--- config.mk ---
export PLATFORM = sky130hd
export DESIGN_NAME = flash_adc_scan_flat
export DESIGN_NICKNAME = d
export VERILOG_FILES = /design/src/rtl/flash_adc_scan_if.sv /design/src/rtl/flash_adc_scan.sv /design/src/flat_wrapper.sv
export SDC_FILE = /design/constraint.sdc
export NUM_CORES = 1
export LEC_CHECK = 0
export CORE_MARGIN = 2
export CORE_UTILIZATION = 30
export DETAILED_ROUTE_END_ITERATION = 16
export SKIP_CTS_REPAIR_TIMING = 1
export SLEW_MARGIN = 0
export SYNTH_ARGS = -nofsm -noshare
export SYNTH_HDL_FRONTEND = slang
export SYNTH_SLANG_ARGS = --single-unit
--- constraint.sdc ---
create_clock -name clk -period 23.2 [get_ports clk]
set_clock_uncertainty 0.2 [all_clocks]
set_input_delay 2.32 -clock clk [delete_from_list [all_inputs] [get_ports clk]]
set_output_delay 2.32 -clock clk [all_outputs]
set_load 0.05 [all_outputs]
--- src/rtl/flash_adc_scan_if.sv ---
// ============================================================================
// Module      : flash_adc_scan_if
// Description : Scan-control and sample bus between the flash ADC back-end
//               and its controller/consumer. Master drives start/cont and the
//               comparator thermometer code; slave (the back-end) drives the
//               mux select, busy and the tagged sample outputs.
// Revision    : 1.0 - initial release
// ============================================================================
`default_nettype none

interface flash_adc_scan_if #(
   parameter int RES      = 8,
   parameter int CHANNELS = 4
);
   localparam int TW = (1 << RES) - 1;
   localparam int CW = (CHANNELS > 1) ? $clog2(CHANNELS) : 1;

   logic          start;
   logic          cont;
   logic [TW-1:0] therm_in;
   logic [CW-1:0] ch_sel;
   logic          busy;
   logic [RES-1:0] dout;
   logic [CW-1:0] dout_ch;
   logic          dout_valid;
   logic          ovr;
   logic          und;

   modport master (
      output start, cont, therm_in,
      input  ch_sel, busy, dout, dout_ch, dout_valid, ovr, und
   );

   modport slave (
      input  start, cont, therm_in,
      output ch_sel, busy, dout, dout_ch, dout_valid, ovr, und
   );
endinterface

`default_nettype wire

--- src/rtl/flash_adc_scan.sv ---
// ============================================================================
// Module      : flash_adc_scan
// Description : Multi-channel bipolar flash ADC back-end. Steps the analog mux,
//               waits SETTLE cycles, captures the thermometer code, encodes it
//               to a saturated symmetric two's-complement sample tagged with
//               its channel. Single-scan and continuous-scan modes.
//               Optional macro FLASH_BUBBLE_CORR_EN enables 3-input majority
//               bubble correction of the captured code before counting.
// Revision    : 1.0 - initial release
// ============================================================================
`default_nettype none

module flash_adc_scan #(
   parameter int RES      = 8,
   parameter int CHANNELS = 4,
   parameter int SETTLE   = 2
) (
   input  wire logic        clk,
   input  wire logic        rst_n,
   flash_adc_scan_if.slave  bus
);

   localparam int TW = (1 << RES) - 1;
   localparam int CW = (CHANNELS > 1) ? $clog2(CHANNELS) : 1;

   localparam logic [7:0]     C_SETTLE_LOAD = 8'(SETTLE - 1);
   localparam logic [CW-1:0]  C_LAST_CH     = CW'(CHANNELS - 1);
   localparam logic [RES-1:0] C_HALF        = RES'(1 << (RES - 1));
   // Most negative legal code: -(2^(RES-1)-1), i.e. 2^(RES-1)+1 in RES bits.
   localparam logic [RES-1:0] C_MIN_CODE    = RES'((1 << (RES - 1)) + 1);
   localparam logic [RES-1:0] C_FULL        = RES'(TW);

   typedef enum logic [1:0] {
      S_IDLE   = 2'd0,
      S_SETTLE = 2'd1,
      S_SAMPLE = 2'd2
   } state_t;

   state_t         r_state;
   logic [7:0]     r_cnt;
   logic [CW-1:0]  r_ch_sel;
   logic           r_busy;
   logic [TW-1:0]  r_t;
   logic           r_cap_valid;
   logic           r_cap_last;
   logic [CW-1:0]  r_cap_ch;

   logic [RES-1:0] r_dout;
   logic [CW-1:0]  r_dout_ch;
   logic           r_dout_valid;
   logic           r_dout_last;
   logic           r_ovr;
   logic           r_und;

   logic [TW-1:0]  w_t;
   logic [RES-1:0] w_n;
   logic [RES-1:0] w_code;
   logic           w_last;

   assign w_last = (r_ch_sel == C_LAST_CH);

`ifdef FLASH_BUBBLE_CORR_EN
   // Pad with t[-1]=1 below and t[TW]=0 above so the ends vote correctly.
   logic [TW+1:0] w_ext;
   assign w_ext = {1'b0, r_t, 1'b1};

   for (genvar i = 0; i < TW; i++) begin : g_bubble
      assign w_t[i] = (w_ext[i]   & w_ext[i+1]) |
                      (w_ext[i]   & w_ext[i+2]) |
                      (w_ext[i+1] & w_ext[i+2]);
   end
`else
   assign w_t = r_t;
`endif

   // Ones count of the (corrected) thermometer code, then offset and clamp.
   always_comb begin
      w_n = '0;
      for (int i = 0; i < TW; i++) begin
         w_n = w_n + RES'(w_t[i]);
      end
      if (w_n == '0) begin
         w_code = C_MIN_CODE;
      end else begin
         w_code = w_n - C_HALF;
      end
   end

   // Scan sequencer: mux stepping, settle timing, capture and busy tracking.
   always_ff @(posedge clk or negedge rst_n) begin
      if (!rst_n) begin
         r_state     <= S_IDLE;
         r_cnt       <= '0;
         r_ch_sel    <= '0;
         r_busy      <= 1'b0;
         r_t         <= '0;
         r_cap_valid <= 1'b0;
         r_cap_last  <= 1'b0;
         r_cap_ch    <= '0;
      end else begin
         r_cap_valid <= 1'b0;
         case (r_state)
            S_IDLE: begin
               // busy still covers the trailing encode of the previous scan.
               if (bus.start && !r_busy) begin
                  r_state  <= S_SETTLE;
                  r_cnt    <= C_SETTLE_LOAD;
                  r_ch_sel <= '0;
                  r_busy   <= 1'b1;
               end
            end
            S_SETTLE: begin
               if (r_cnt == '0) begin
                  r_state <= S_SAMPLE;
               end else begin
                  r_cnt <= r_cnt - 8'd1;
               end
            end
            S_SAMPLE: begin
               r_t         <= bus.therm_in;
               r_cap_valid <= 1'b1;
               r_cap_ch    <= r_ch_sel;
               r_cnt       <= C_SETTLE_LOAD;
               if (!w_last) begin
                  r_ch_sel   <= r_ch_sel + CW'(1);
                  r_state    <= S_SETTLE;
                  r_cap_last <= 1'b0;
               end else if (bus.cont) begin
                  r_ch_sel   <= '0;
                  r_state    <= S_SETTLE;
                  r_cap_last <= 1'b0;
               end else begin
                  r_state    <= S_IDLE;
                  r_cap_last <= 1'b1;
               end
            end
            default: begin
               r_state <= S_IDLE;
            end
         endcase
         if (r_dout_valid && r_dout_last) begin
            r_busy <= 1'b0;
         end
      end
   end

   // Encode stage: register the sample one cycle after capture, hold between strobes.
   always_ff @(posedge clk or negedge rst_n) begin
      if (!rst_n) begin
         r_dout       <= '0;
         r_dout_ch    <= '0;
         r_dout_valid <= 1'b0;
         r_dout_last  <= 1'b0;
         r_ovr        <= 1'b0;
         r_und        <= 1'b0;
      end else begin
         r_dout_valid <= r_cap_valid;
         r_dout_last  <= r_cap_valid & r_cap_last;
         if (r_cap_valid) begin
            r_dout    <= w_code;
            r_dout_ch <= r_cap_ch;
            r_ovr     <= (w_n == C_FULL);
            r_und     <= (w_n <= RES'(1));
         end
      end
   end

   assign bus.ch_sel     = r_ch_sel;
   assign bus.busy       = r_busy;
   assign bus.dout       = r_dout;
   assign bus.dout_ch    = r_dout_ch;
   assign bus.dout_valid = r_dout_valid;
   assign bus.ovr        = r_ovr;
   assign bus.und        = r_und;

endmodule

`default_nettype wire

--- src/flat_wrapper.sv ---
// flat-port wrapper written by rule: the top's interface ports become plain ports
module flash_adc_scan_flat 
#(
   parameter int RES      = 8,
   parameter int CHANNELS = 4,
   parameter int SETTLE   = 2
)
  (clk, rst_n, bus_start, bus_cont, bus_therm_in, bus_ch_sel, bus_busy, bus_dout, bus_dout_ch, bus_dout_valid, bus_ovr, bus_und);
  flash_adc_scan_if #(.RES(RES), .CHANNELS(CHANNELS)) bus_i ();
  input  wire logic clk;
  input  wire logic rst_n;
  input wire logic [$bits(bus_i.start)-1:0] bus_start;
  input wire logic [$bits(bus_i.cont)-1:0] bus_cont;
  input wire logic [$bits(bus_i.therm_in)-1:0] bus_therm_in;
  output wire logic [$bits(bus_i.ch_sel)-1:0] bus_ch_sel;
  output wire logic [$bits(bus_i.busy)-1:0] bus_busy;
  output wire logic [$bits(bus_i.dout)-1:0] bus_dout;
  output wire logic [$bits(bus_i.dout_ch)-1:0] bus_dout_ch;
  output wire logic [$bits(bus_i.dout_valid)-1:0] bus_dout_valid;
  output wire logic [$bits(bus_i.ovr)-1:0] bus_ovr;
  output wire logic [$bits(bus_i.und)-1:0] bus_und;
  assign bus_i.start = bus_start;
  assign bus_i.cont = bus_cont;
  assign bus_i.therm_in = bus_therm_in;
  assign bus_ch_sel = bus_i.ch_sel;
  assign bus_busy = bus_i.busy;
  assign bus_dout = bus_i.dout;
  assign bus_dout_ch = bus_i.dout_ch;
  assign bus_dout_valid = bus_i.dout_valid;
  assign bus_ovr = bus_i.ovr;
  assign bus_und = bus_i.und;
  flash_adc_scan #(.RES(RES), .CHANNELS(CHANNELS), .SETTLE(SETTLE)) u_core (.clk(clk), .rst_n(rst_n), .bus(bus_i));
endmodule
Figure 1. Wiring by layer.
Bar = 50 um.
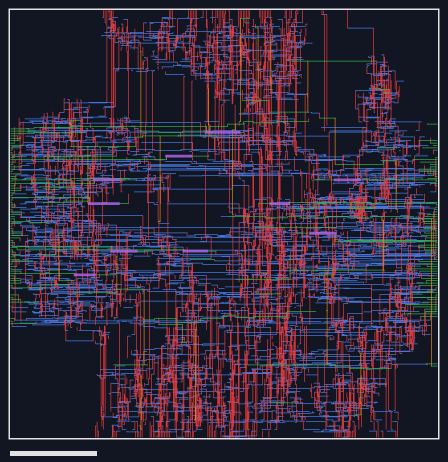
M4 -> orange  # wire length 855 um
M5 -> purple  # wire length 138 um
M1 -> blue  # wire length 20.3 mm
M3 -> green  # wire length 2,820 um
M2 -> red  # wire length 20.8 mm

Figure 2. Clock routing.
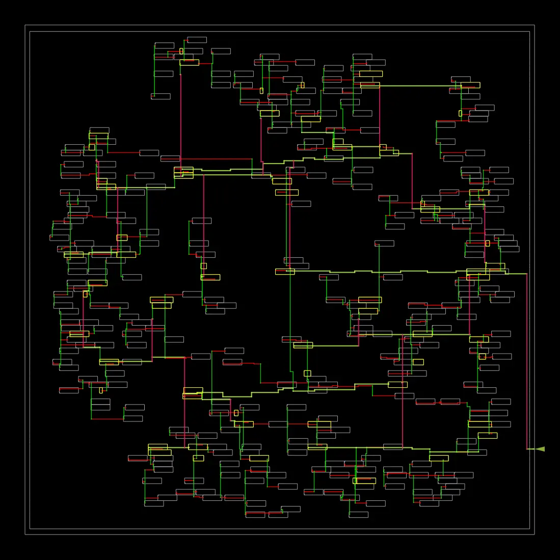
reported clock group power: 0.000640 W
clk_lat worst skew: 0.55 ns
TritonCTS buffer count: 37

Figure 3. Cell sizes after repair.
Bar = 50 um.
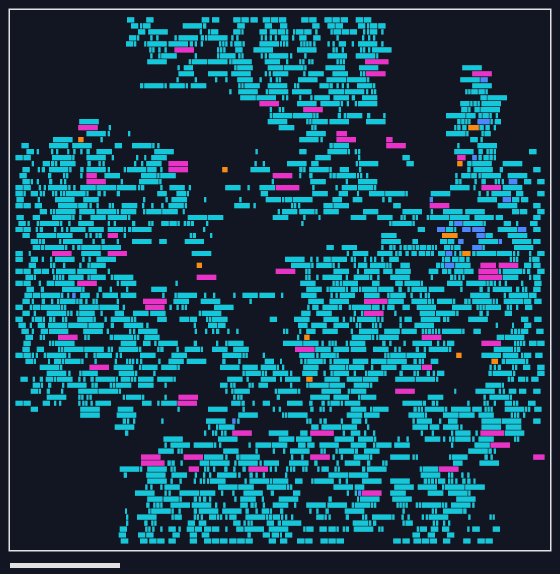
x1 and smaller -> cyan  # cells 1,947, share 96%
x3 and x4 -> orange  # cells 11, share 0.54%
x6 and larger -> magenta  # cells 56, share 2.8%
x2 -> blue  # cells 20, share 0.98%

==> qor.csv <==
stage,metric,value,unit
run_status,status,"finished, final reports clean",
clock_network,CTS Root Cell,clkbuf_16,
yosys,Synth async-reset ratio,100.0,%
clock_network,htree depth,2,
worst_hold_path,HP Start,u_core.r_dout_last,
final_layout,Finished Layout Cells,2801,
placed_design,I/O Buffers,274,
routing,Post-Route WL,44.84,mm
floorplanning,Core Area,57590,um^2
final_timing,Final Hold Fails,0,
setup_path,Critical Path AT,8.48,ns
global_routing,largest net degree at the start of global routing,175,
final_layout,most numerous logic cells after layout,"nand2_1, inv_1, dfrtp_1",
final_timing,part of the cycle the worst path needs,35.53,%
final_timing,fin crit period,8.244,ns
placed_design,GPL Wtd Cong,0.8230,
clock_network,CTS tree,done,
setup_path,Setup CP Type,register to register,
clock_network,clock tree buffer depth,3,
final_layout,Layout Nets,2549,
yosys,Post-synth EDFFs,0,
setup_path,Worst R2R Start,u_core.r_t[138],
routing,Routed WL per cell,16.01,um
power,Worst VDD drop,0.04180,mV
setup_path,Critical Path RT,23.43,ns
yosys,Yosys Instances,1748,
Figure 4. Sequential cells colored by netlist name.
Bar = 50 um. Other sequential cells in the stronger gray, the rest of the logic in the fainter gray.
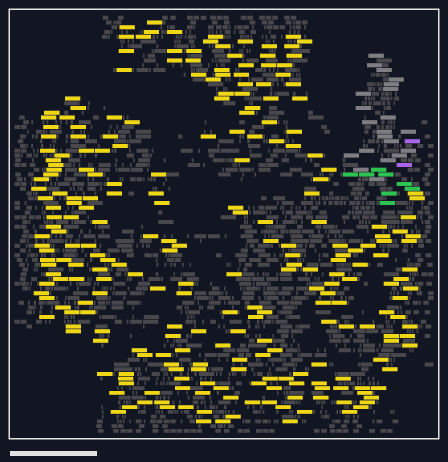
`u_core.r_t` -> yellow  # sequential cells 255, where all over the die
`u_core.bus.dout_ch` -> purple  # sequential cells 2
`u_core.bus.dout` -> green  # sequential cells 8, where east
not colored = 21

Figure 5. I/O nets highlighted.
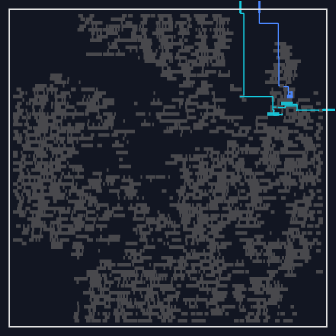
`bus_start` -> blue  # bits 1, direction input, edge north, end cells 3, buffers 1, wire 91.1 um
`bus_ch_sel` -> cyan  # bits 2, direction output, edge 1 east, 1 north, end cells 2, buffers 2, wire 165 um

-- flip-flops by register name (all words and copies together), names as in the netlist, 2 cells and up --
register / flops
u_core.bus.dout_ch: 2
u_core.r_state: 2
u_core.bus.ch_sel: 2
u_core.r_t: 255
u_core.r_cnt: 8
u_core.r_cap_ch: 2
u_core.bus.dout: 8
-- critical path, cell delays in order (launching register included) --
cell	delay, ns
dfrtp_1	0.40
fa_1	0.54
inv_1	0.05
fa_1	0.53
inv_1	0.06
fa_1	0.53
inv_1	0.05
fa_1	0.47
fa_1	0.56
fa_1	0.52
inv_1	0.05
fa_1	0.47
inv_1	0.05
fa_1	0.46
fa_1	0.55
fa_1	0.44
fa_1	0.49
inv_1	0.04
ha_1	0.22
fa_1	0.42
nand3_1	0.14
nand2_1	0.07
xor2_1	0.17
or3_4	0.41
o32ai_2	0.24
-- cell type report --
cell class / count / area [um^2] / share of cell area, %
multi-input combinational: 1037 / 8672 / 38.82
sequential: 286 / 7157 / 32.04
timing repair buffer: 279 / 2798 / 12.53
inverter: 365 / 1378 / 6.167
clock buffer: 49 / 1064 / 4.761
tap: 765 / 957.2 / 4.285
clock inverter: 18 / 306.5 / 1.372
antenna: 2 / 5.005 / 0.02241
-- cells in the mapped netlist (2+ instances only) --
cell type | instances | share of area, %
o21ai_0 | 118 | 3.4
xor2_1 | 7 | 0.35
mux2_2 | 7 | 0.45
nor3_1 | 2 | 0.057
inv_1 | 364 | 7.8
dfrtp_1 | 286 | 41
buf_2 | 28 | 0.80
a21oi_1 | 9 | 0.26
nand4_1 | 2 | 0.072
xnor2_1 | 3 | 0.15
nand3_1 | 4 | 0.11
nand3b_1 | 2 | 0.086
a21boi_1 | 2 | 0.086
nor2_1 | 17 | 0.37
mux2i_1 | 3 | 0.17
ha_1 | 43 | 3.1
clkbuf_1 | 29 | 0.62
nor3b_1 | 2 | 0.086
fa_1 | 241 | 28
buf_1 | 3 | 0.065
o21ai_1 | 9 | 0.26
nand2b_1 | 5 | 0.18
nand2_1 | 538 | 12
-- metrics by stage --
step	hold slack (ns)	util (%)	total power (W)	instance area [um^2]
finish	0.2132	38.79	0.001197	22340
global route	0.2243	38.78	0.001244	22330
CTS	0.2138	38.78	0.001221	22330
detailed placement	0.2064	36.40	0.0005671	20960
global placement	0.2054	36.40	0.0005668	20960
floorplan	0.1519	-	0.0005094	17450
-- per-layer routing --
| metal | vias to the layer above | global-route usage, % | share of wire, % |
|---|---|---|---|
| li1 | 5632 | - | - |
| met1 | 5822 | 20.94 | 45 |
| met2 | 261 | 24.78 | 46 |
| met3 | 73 | 4.275 | 6.3 |
| met4 | 20 | 3.748 | 1.9 |
| met5 | - | 0 | 0.31 |
-- worst max-delay path by stage --
stage | startpoint | end | slack [ns]
floorplan | u_core.r_t[138] | u_core.bus.und | 15.34
global placement | u_core.r_t[138] | u_core.bus.und | 14.99
detailed placement | u_core.r_t[60] | u_core.bus.und | 14.93
CTS | u_core.r_t[60] | u_core.bus.und | 14.91
global route | u_core.r_t[78] | u_core.bus.dout[6] | 14.60
finish | u_core.r_t[138] | u_core.bus.und | 14.96
Power figures rest on the tool's default switching activity, not on a simulated workload.
